## config.mk

```make
export PLATFORM = sky130hd
export DESIGN_NAME = t_reg_arbiter
export DESIGN_NICKNAME = d
export VERILOG_FILES = /design/src/rtl/t_reg_arbiter.sv
export SDC_FILE = /design/constraint.sdc
export NUM_CORES = 1
export LEC_CHECK = 0
export CORE_UTILIZATION = 25
export DETAILED_ROUTE_END_ITERATION = 10
export GPL_TIMING_DRIVEN = 0
export PLACE_DENSITY = 0.52
export SLEW_MARGIN = 20
export SYNTH_ARGS = -nofsm -noshare
export SYNTH_HDL_FRONTEND = slang
export SYNTH_SLANG_ARGS = --single-unit
```

## constraint.sdc

```tcl
create_clock -name clk -period 1.7 [get_ports clk]
set_input_delay 0.34 -clock clk [delete_from_list [all_inputs] [get_ports clk]]
set_output_delay 0.34 -clock clk [all_outputs]
set_load 0.005 [all_outputs]
```

## src/rtl/t_reg_arbiter.sv

```systemverilog
// t_reg_arbiter: round-robin arbitrated loader for a shared T-flip-flop register.
// Optional build macro: TREG_VERIFY_EN (adds a CHECK state and a sticky err).
//
// Ports:
//   clk    rising-edge clock
//   rst    asynchronous active-low reset
//   req    per-requester level write request
//   wdata  requester i data in [i*WIDTH +: WIDTH]
//   gnt    one-hot grant, LOAD through DONE
//   done   one-cycle completion pulse to the winner
//   busy   high whenever not IDLE
//   tog    toggle vector into the bank, zero outside TOGGLE
//   q      T-flip-flop bank contents
//   err    sticky verify mismatch (0 without TREG_VERIFY_EN)
module t_reg_arbiter #(
  parameter int WIDTH = 8,
  parameter int NREQ  = 4
) (
  input  logic                  clk,
  input  logic                  rst,
  input  logic [NREQ-1:0]       req,
  input  logic [NREQ*WIDTH-1:0] wdata,
  output logic [NREQ-1:0]       gnt,
  output logic [NREQ-1:0]       done,
  output logic                  busy,
  output logic [WIDTH-1:0]      tog,
  output logic [WIDTH-1:0]      q,
  output logic                  err
);

  localparam int PW = $clog2(NREQ);

  typedef enum logic [2:0] {
    IDLE   = 3'd0,
    LOAD   = 3'd1,
    TOGGLE = 3'd2,
`ifdef TREG_VERIFY_EN
    CHECK  = 3'd4,
`endif
    DONE   = 3'd3
  } state_t;

  state_t          state;
  state_t          nxt;
  logic [PW-1:0]   ptr;
  logic [PW-1:0]   win;
  logic [PW-1:0]   pick;
  logic [PW-1:0]   j;
  logic [PW:0]     s;
  logic            any;
  logic [NREQ-1:0] win_oh;
  logic [WIDTH-1:0] d_lat;

  assign win_oh = {{(NREQ-1){1'b0}}, 1'b1} << win;

  // First high req at or after ptr, wrapping modulo NREQ.
  always_comb begin
    pick = ptr;
    any  = 1'b0;
    s    = '0;
    j    = '0;
    for (int k = 0; k < NREQ; k++) begin
      s = {1'b0, ptr} + (PW+1)'(k);
      if (s >= (PW+1)'(NREQ))
        s = s - (PW+1)'(NREQ);
      j = s[PW-1:0];
      if (!any && req[j]) begin
        pick = j;
        any  = 1'b1;
      end
    end
  end

  always_ff @(posedge clk or negedge rst) begin
    if (!rst) begin
      state <= IDLE;
      ptr   <= '0;
      win   <= '0;
      d_lat <= '0;
      q     <= '0;
    end else begin
      state <= nxt;
      q     <= q ^ tog;
      if (state == IDLE && any)
        win <= pick;
      if (state == LOAD)
        d_lat <= wdata[int'(win)*WIDTH +: WIDTH];
      if (state == DONE)
        ptr <= (win == PW'(NREQ-1)) ? '0 : win + 1'b1;
    end
  end

`ifdef TREG_VERIFY_EN
  always_ff @(posedge clk or negedge rst) begin
    if (!rst)
      err <= 1'b0;
    else if (state == CHECK && q != d_lat)
      err <= 1'b1;
  end
`else
  assign err = 1'b0;
`endif

  always_comb begin
    nxt  = state;
    gnt  = '0;
    done = '0;
    tog  = '0;
    busy = (state != IDLE);
    unique case (state)
      IDLE: begin
        if (any)
          nxt = LOAD;
      end
      LOAD: begin
        gnt = win_oh;
        nxt = TOGGLE;
      end
      TOGGLE: begin
        gnt = win_oh;
        tog = d_lat ^ q;
`ifdef TREG_VERIFY_EN
        nxt = CHECK;
`else
        nxt = DONE;
`endif
      end
`ifdef TREG_VERIFY_EN
      CHECK: begin
        gnt = win_oh;
        nxt = DONE;
      end
`endif
      DONE: begin
        gnt  = win_oh;
        done = win_oh;
        nxt  = IDLE;
      end
      default: nxt = IDLE;
    endcase
  end

endmodule
```

Run 1, cell classes on the final placement:
(6 px per um)
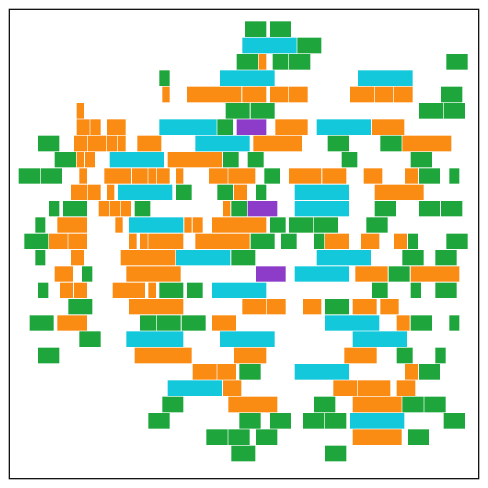
remaining logic cells -> orange  # cells 92, share of their area 41%
clock-net drivers -> purple  # cells 3, share of their area 1.7%
sequential cells -> cyan  # cells 22, share of their area 23%
remaining buffers and delay cells -> green  # cells 90, share of their area 34%

Run 1, clock nets:
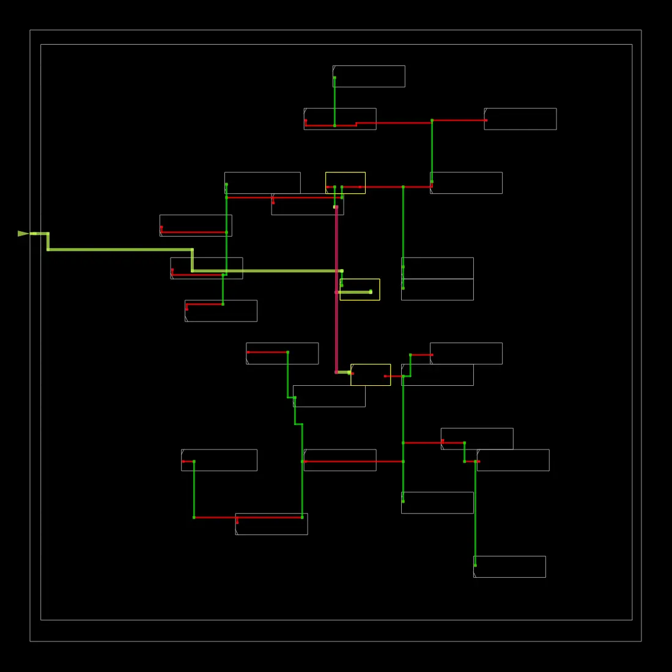
total CTS buffers: 3
Layout Skew: 4.83 ps

==> results.py, run 1 <==
# Synthesis and PnR figures
metrics = {
    "sta": {
        "finalMaxSlewViolations": 0,
        "fin_tns_setup_ps": 0,
        "max_slew.worst_pin.slew_ps": 512,
        "finalSetupViolations": 0,
        "fin_crit_sh": 0.998,
        "slew_headroom": 0.659,
        "hold_violations": 0,
        "rsz0062_at_grt": "true",
    },
    "synthesis": {
        "synth-edff-count": 0,
        "largest_area_cell": "dfrtp_1",
        "syn_area_sq_mm": 0.00144,
        "ys_chip_area_sq_mm": 0.00144,
        "ys_types": 28,
        "ys_seq_frac": 0.381,
        "synth_cells": 120,
        "syn_area_per_cell_sq_um": 12.0,
        "ys.warnings.count": 0,
        "synth_nets": 167,
        "area_leaders": "dfrtp_1 (38%), mux4_2 (11%), ha_1 (7.8%)",
        "synth-seq-cells": 22,
        "ys_async_sr_fraction": 1.00,
    },
    "job": {
        "warnings": 35,
        "max_cap_viol_count": 0,
    },
    "worst_setup_path": {
        "cp_max_fo": 6,
        "cp-end-kind": "primary output",
        "ff2ff_path_depth": 7,
        "crit_arrival_ps": 1360,
        "startpoint_type": "register",
        "crit_required_ps": 1360,
        "rrSetupSlack_ps": 90,
        "regToRegStartpoint": "state[0]",
        "path_class": "reg2out",
    },
    "clocking": {
        "clk_latency_ps": 260,
        "ctsHoldBuffers": 0,
        "clk_path_buf_depth": 2,
        "cts_max_level": 1,
        "clock_sinks": 22,
        "clk_pin_slew_worst_paths_ps": 80,
        "root_buffer": "clkbuf_8",
    },
    "die": {
        "die_height_um": 78.0,
        "io_pins": 64,
        "core_sq_mm": 0.00554,
        "dieWidth_um": 78.0,
        "die_area_sq_mm": 0.00608,
    },
    "power": {
        "ir_drop_mv": 0.685,
        "total_power_mw": 4.35,
        "p_leak_nw": 1.09,
        "p_per_area_mw_per_mm2": 1740,
    },
    "finish": {
        "fillers": 535,
        "drive_gt1_frac": 0.469,
        "ff_latch_area_sq_um": 553,
        "mi_logic_area_sq_um": 951,
        "area_growth_pct": 73.2,
        "fin_nets": 256,
        "final_util": 0.451,
    },
    "grt": {
        "gr-total-overflow": 0,
        "grtUsageTotal": 0.145,
        "grt_pass1_wl_mm": 6.80,
        "grt_max_degree": 23,
        "grt_pass1_vias": 1405,
        "antenna_found_initial": 0,
    },
    "drt": {
        "vias_per_cell": 4.25,
        "postRouteAntennaNets": 0,
        "wl_per_cell_um": 14.5,
        "drtIter0Drc": 24,
    },
    "placed_design": {
        "place_congestion": 0.695,
        "placed_area_sq_mm": 0.00215,
        "hpwl_mm": 2.85,
    },
    "hold_path": {
        "min_path_type": "in2async",
    },
    "status": {
        "status": "finished, final reports clean",
    },
}
Run 1, drive-strength map:
(4 px per um)
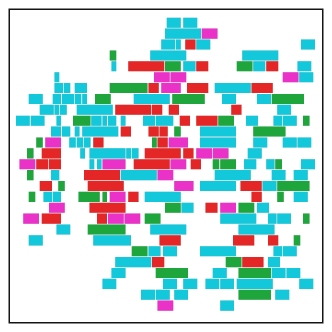
x1 and smaller -> cyan  # cells 110, most used clkdlybuf4s50_1
x6 and larger -> magenta  # cells 21, most used buf_6
x2 -> green  # cells 36, most used mux2_2
x3 and x4 -> red  # cells 40, most used buf_4

Run 1, signal metal coverage by tile:
(4 px per um) 16 x 16 tiles, from dark purple (low) to yellow (high), scaled to the fullest tile. Values are wire area over tile area, all layers added.
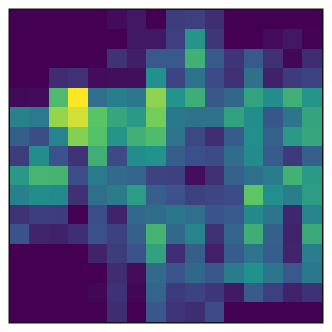
tiles over half the peak = 15%
mean over tiles = 0.11
nearly empty tiles = 22%
fullest tile = 0.40
emptiest ninth of the die = south-west

-- run 1: through the flow --
stage          cells  hold WS [ps]  setup WS, ps
6_report         279          42.5          3.04
5_1_grt          279          74.6         -35.9
4_1_cts          280           560         -1.95
3_5_place_dp     254           543          -680
3_3_place_gp     254           531          -656
2_1_floorplan    120          44.4           182
-- run 1: cell families after synthesis --
kind of cell | count (synthesis) | synth area share
simple gates | 27 | 0.105
mux | 25 | 0.278
flops | 22 | 0.381
buf+inv | 15 | 0.0494
compound gates | 13 | 0.0572
fa+ha+maj | 9 | 0.0780
xor+xnor | 8 | 0.0485
other cells | 1 | 0.00260
-- run 1: repair_timing --
| item | 4_1_cts | 5_1_grt |
|---|---|---|
| setup endpoints to repair | 18 | 24 |
| cloned | 1 | 0 |
| gates resized | 98 | 21 |
| buffers inserted | 23 | 1 |
| pin swaps | 4 | 6 |
| hold endpoints to repair | 0 | 0 |
-- run 1: area by class of cell --
type                    instances  area share
multi-input cells              83       0.380
repair buffers                 86       0.313
flip-flops and latches         22       0.221
well taps                      72      0.0360
inverters                       9      0.0195
clock buffers                   3      0.0165
plain buffers                   4      0.0140
-- run 1: worst max-delay path by stage --
| stage | from | cells after the start | endpoint | slack, ps |
|---|---|---|---|---|
| 2_1_floorplan | state[0] | 5 | tog[0] | 180 |
| 3_3_place_gp | state[0] | 6 | tog[3] | -660 |
| 3_5_place_dp | state[0] | 6 | tog[3] | -680 |
| 4_1_cts | state[1] | 5 | tog[3] | -2 |
| 5_1_grt | state[0] | 6 | gnt[0] | -40 |
| 6_report | state[0] | 6 | tog[3] | 3 |
-- run 1: routing by layer --
layer	routed length [um]	vias to the layer above	GRT usage
met4	21	0	0.0278
li1	-	587	-
met1	1840	546	0.182
met2	1940	51	0.256
met3	251	3	0.0318
met5	0	-	0
-- run 1: worst max-delay path, cell delays in order, from the launching register on --
cell	delay, ps
dfrtp_1	390
inv_2	80
ha_4	160
buf_6	120
buf_6	110
and2_4	120
buf_6	110
-- run 1: layout by cell type (no fill, tap or decap), drive strengths merged --
cell type,Yosys,layout
clkdlybuf4s50,0,44
and2,12,12
conb,1,1
nand2,5,5
nor2b,6,6
o31ai,1,1
o21ai,4,4
clkinv,0,1
nor4,1,1
mux4,8,8
a21oi,3,3
dfrtp,22,22
a2bb2oi,1,1
o22a,1,1
buf,4,39
a221oi,1,1
o22ai,1,1
a22oi,1,1
ha,9,9
clkbuf,2,10
mux2,17,17
xor2,8,8
nor2,2,2
nand2b,1,1
inv,9,8
-- run 1: where the power goes --
part / leakage, nW / switching, mW / internal [mW]
registers: 0.258 / 0.248 / 0.810
clock network: 0.0216 / 0.165 / 0.158
logic: 0.811 / 1.09 / 1.88
total: 1.09 / 1.50 / 2.84
## Run 2: what changed since run 1
CORE_UTILIZATION = 42   (was 25)
PLACE_DENSITY = 0.8   (was 0.52)
==> run 2 against run 1 <==
Effect of this change:
- the flow now finishes with violations (negative setup slack)
- worst hold slack better by 460 ps
- register-to-register slack worse by 30 ps
- via count is 8.8% higher
- clock power is 5% lower
- first-iteration DRC count is 29% higher
- sequential share of layout area hardly changed
- highest routed layer unchanged
==> results.py, run 2 <==
# Synthesis and PnR figures
metrics = {
    "status": {
        "status": "complete, but fails checks",
        "violations": "negative setup slack",
    },
    "drt": {
        "vias_per_cell": 5.16,
        "dr.pass1.iters": 4,
        "drtIter0Drc": 31,
        "route.detailed.drc": 0,
        "postRouteAntennaNets": 0,
    },
    "sta": {
        "rsz0062_at_grt": "true",
        "fin_crit_sh": 1.04,
        "fin_hold_ws_ps": 500,
        "finalSetupViolations": 8,
        "slew_headroom": 0.665,
        "setup_ws_ps": -67.7,
        "fin_crit_ps": 1770,
        "max_slew.worst_pin.slew_ps": 502,
        "skew_ps": 13.1,
        "clock.fmax_ghz": 0.566,
        "finalMaxSlewViolations": 0,
        "hold_violations": 0,
        "fin_tns_setup_ps": -368,
    },
    "synthesis": {
        "synthFlopType": "dfrtp_1",
        "most_common_cell": "dfrtp_1",
        "ys_seq_frac": 0.381,
        "yosys-stat-cells": 120,
        "post-synth-top-area-fraction": 0.381,
        "synth_cells": 120,
        "syn_area_sq_mm": 0.00144,
        "largest_area_cell": "dfrtp_1",
        "synth_nets": 167,
        "ys_async_sr_fraction": 1.00,
        "syn_area_per_cell_sq_um": 12.0,
        "ys_chip_area_sq_mm": 0.00144,
        "synth.top_cells.by_count": "dfrtp_1 (22), and2_1 (12), mux2_2 (10)",
        "ys.warnings.count": 0,
        "synth-edff-count": 0,
        "synth-seq-cells": 22,
        "ys_types": 28,
        "area_leaders": "dfrtp_1 (38%), mux4_2 (11%), ha_1 (7.8%)",
    },
    "placed_design": {
        "portBuffers": 62,
        "dp.cells": 226,
        "hpwl_mm": 2.82,
        "place_congestion": 0.728,
        "placed_area_sq_mm": 0.00212,
        "post-place-ws_ps": -589,
    },
    "worst_setup_path": {
        "cp-end-kind": "primary output",
        "startpoint_type": "register",
        "crit_required_ps": 1360,
        "path_class": "reg2out",
        "crit_arrival_ps": 1430,
        "cp_max_fo": 7,
    },
    "finish": {
        "fin_nets": 254,
        "fillers": 195,
        "instances_no_fill": 250,
        "final_util": 0.792,
        "final_common_cell": "clkdlybuf4s50_1",
        "lay_top_cells": "clkdlybuf4s50_1 (44), buf_6 (22), dfrtp_1 (21), buf_4 (12)",
        "drive_gt1_frac": 0.471,
        "finish.instance_area_sq_mm": 0.00250,
        "antennaDiodeCount": 0,
    },
    "clocking": {
        "clk_pin_slew_worst_paths_ps": 140,
        "cts_buffers": 3,
        "root_buffer": "clkbuf_4",
        "cts_max_level": 1,
        "cts_tree": "yes",
        "clock_sinks": 22,
        "clk_path_buf_depth": 2,
        "clk_latency_ps": 330,
    },
    "job": {
        "max_cap_viol_count": 0,
        "warnings": 35,
    },
    "die": {
        "rows": 20,
        "dieWidth_um": 60.6,
        "die_height_um": 60.6,
        "io_pins": 64,
        "fp_util": 0.458,
        "die_area_sq_mm": 0.00368,
        "core_sq_mm": 0.00315,
    },
    "power": {
        "p_leak_nw": 1.10,
        "power.switching_mw": 1.61,
        "p_int_mw": 2.88,
        "ir_drop_mv": 0.912,
        "p_comb_frac": 0.696,
        "total_power_mw": 4.49,
        "p_sw_frac": 0.359,
        "p_per_area_mw_per_mm2": 1800,
        "power_frac_seq": 0.236,
        "power.clock.fraction": 0.068,
    },
    "grt": {
        "antenna_found_initial": 0,
        "gr-total-overflow": 0,
        "grt_max_degree": 23,
        "grt_pass1_vias": 1358,
        "grt_pass1_wl_mm": 6.17,
    },
    "hold_path": {
        "min_path_type": "in2async",
    },
}
## run 2: layout make-up
| cell class | instances | area, sq um | share of cell area |
|---|---|---|---|
| well taps | 44 | 55.1 | 0.0220 |
| plain buffers | 3 | 23.8 | 0.00952 |
| inverters | 9 | 51.3 | 0.0205 |
| flip-flops and latches | 22 | 552 | 0.221 |
| clock buffers | 4 | 36.3 | 0.0145 |
| repair buffers | 85 | 810 | 0.324 |
| multi-input cells | 83 | 970 | 0.388 |
## run 2: cells by family after synthesis
family	count (synthesis)	synth area share
AND-OR/OR-AND	13	0.0572
XOR/XNOR	8	0.0485
adder cells (fa/ha/maj)	9	0.0780
buffers and inverters	15	0.0494
flip-flops	22	0.381
multiplexers	25	0.278
other	1	0.00260
AND/OR/NAND/NOR	27	0.105
## run 2: path summary, 6_finish.rpt
path	startpoint	end	slack, ps	depth (start not counted)
worst min register to register	register	register	560	1
worst max-delay path	state[1]	tog[2]	-70	5
min in group clk	register	register	560	1
worst max register to register	win[0]	d_lat[0]	60	4
worst min-delay path	rst	asynchronous set/reset pin	500	2
max in group asynchronous	rst	state[1]	840	2
## run 2: critical path, stage by stage, from the launching register on
cell and delay [ps]:
dfrtp_2 440, buf_6 120, ha_4 150, buf_6 130, and2_1 130, buf_2 130
## run 2: repair_timing
action                     4_1_cts  5_1_grt
hold buffers                     0        1
hold endpoints to repair         0       10
setup buffers                   19        5
gates resized                  114       22
setup endpoints to repair       18       24
pin swaps                        5        7
cloned                           1        0
## run 2: routing by layer
metal	vias up	global-route usage	part of all wire
li1	587	-	-
met1	633	0.261	0.41
met2	58	0.432	0.50
met3	13	0.0490	0.066
met4	0	0.107	0.026
met5	-	0	0
## run 2: power groups by stage
stage / clock, mW / sequential, mW / combinational, mW
2_1_floorplan: 0 / 1.02 / 1.31
3_3_place_gp: 0 / 1.05 / 2.16
3_5_place_dp: 0 / 1.07 / 2.24
4_1_cts: 0.300 / 1.06 / 2.95
5_1_grt: 0.327 / 1.09 / 3.36
6_report: 0.306 / 1.06 / 3.13
Run 2, metal 3:
(6 px per um) Cells faint in the background.
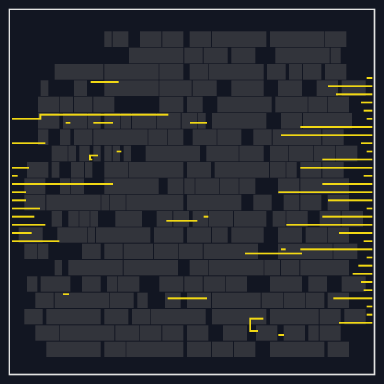
longest straight run = 21.2 um
share of all routed wire = 6.6%
main direction = horizontal

Run 2, drive-strength map:
(4 px per um)
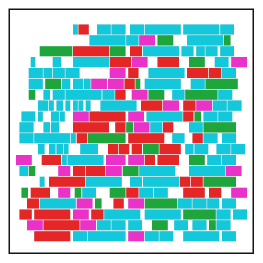
final worst slack: -67.7 ps
Syn-to-layout area delta: 73.0%

Run 2, signal metal coverage by tile:
(6 px per um) 12 x 12 tiles, from dark purple (low) to yellow (high), scaled to the fullest tile. Values are wire area over tile area, all layers added.
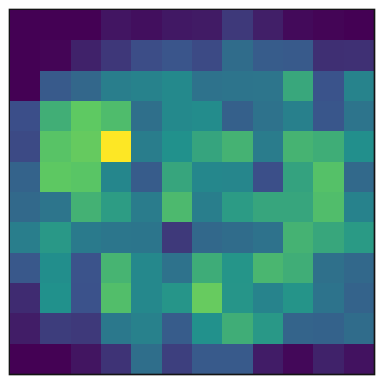
GR Util All Layers: 0.235
WL/cell: 16.9 um
Routed WL: 4.23 mm
DR vias: 1291

No activity file was given, so power comes from the tool's default toggle rates.
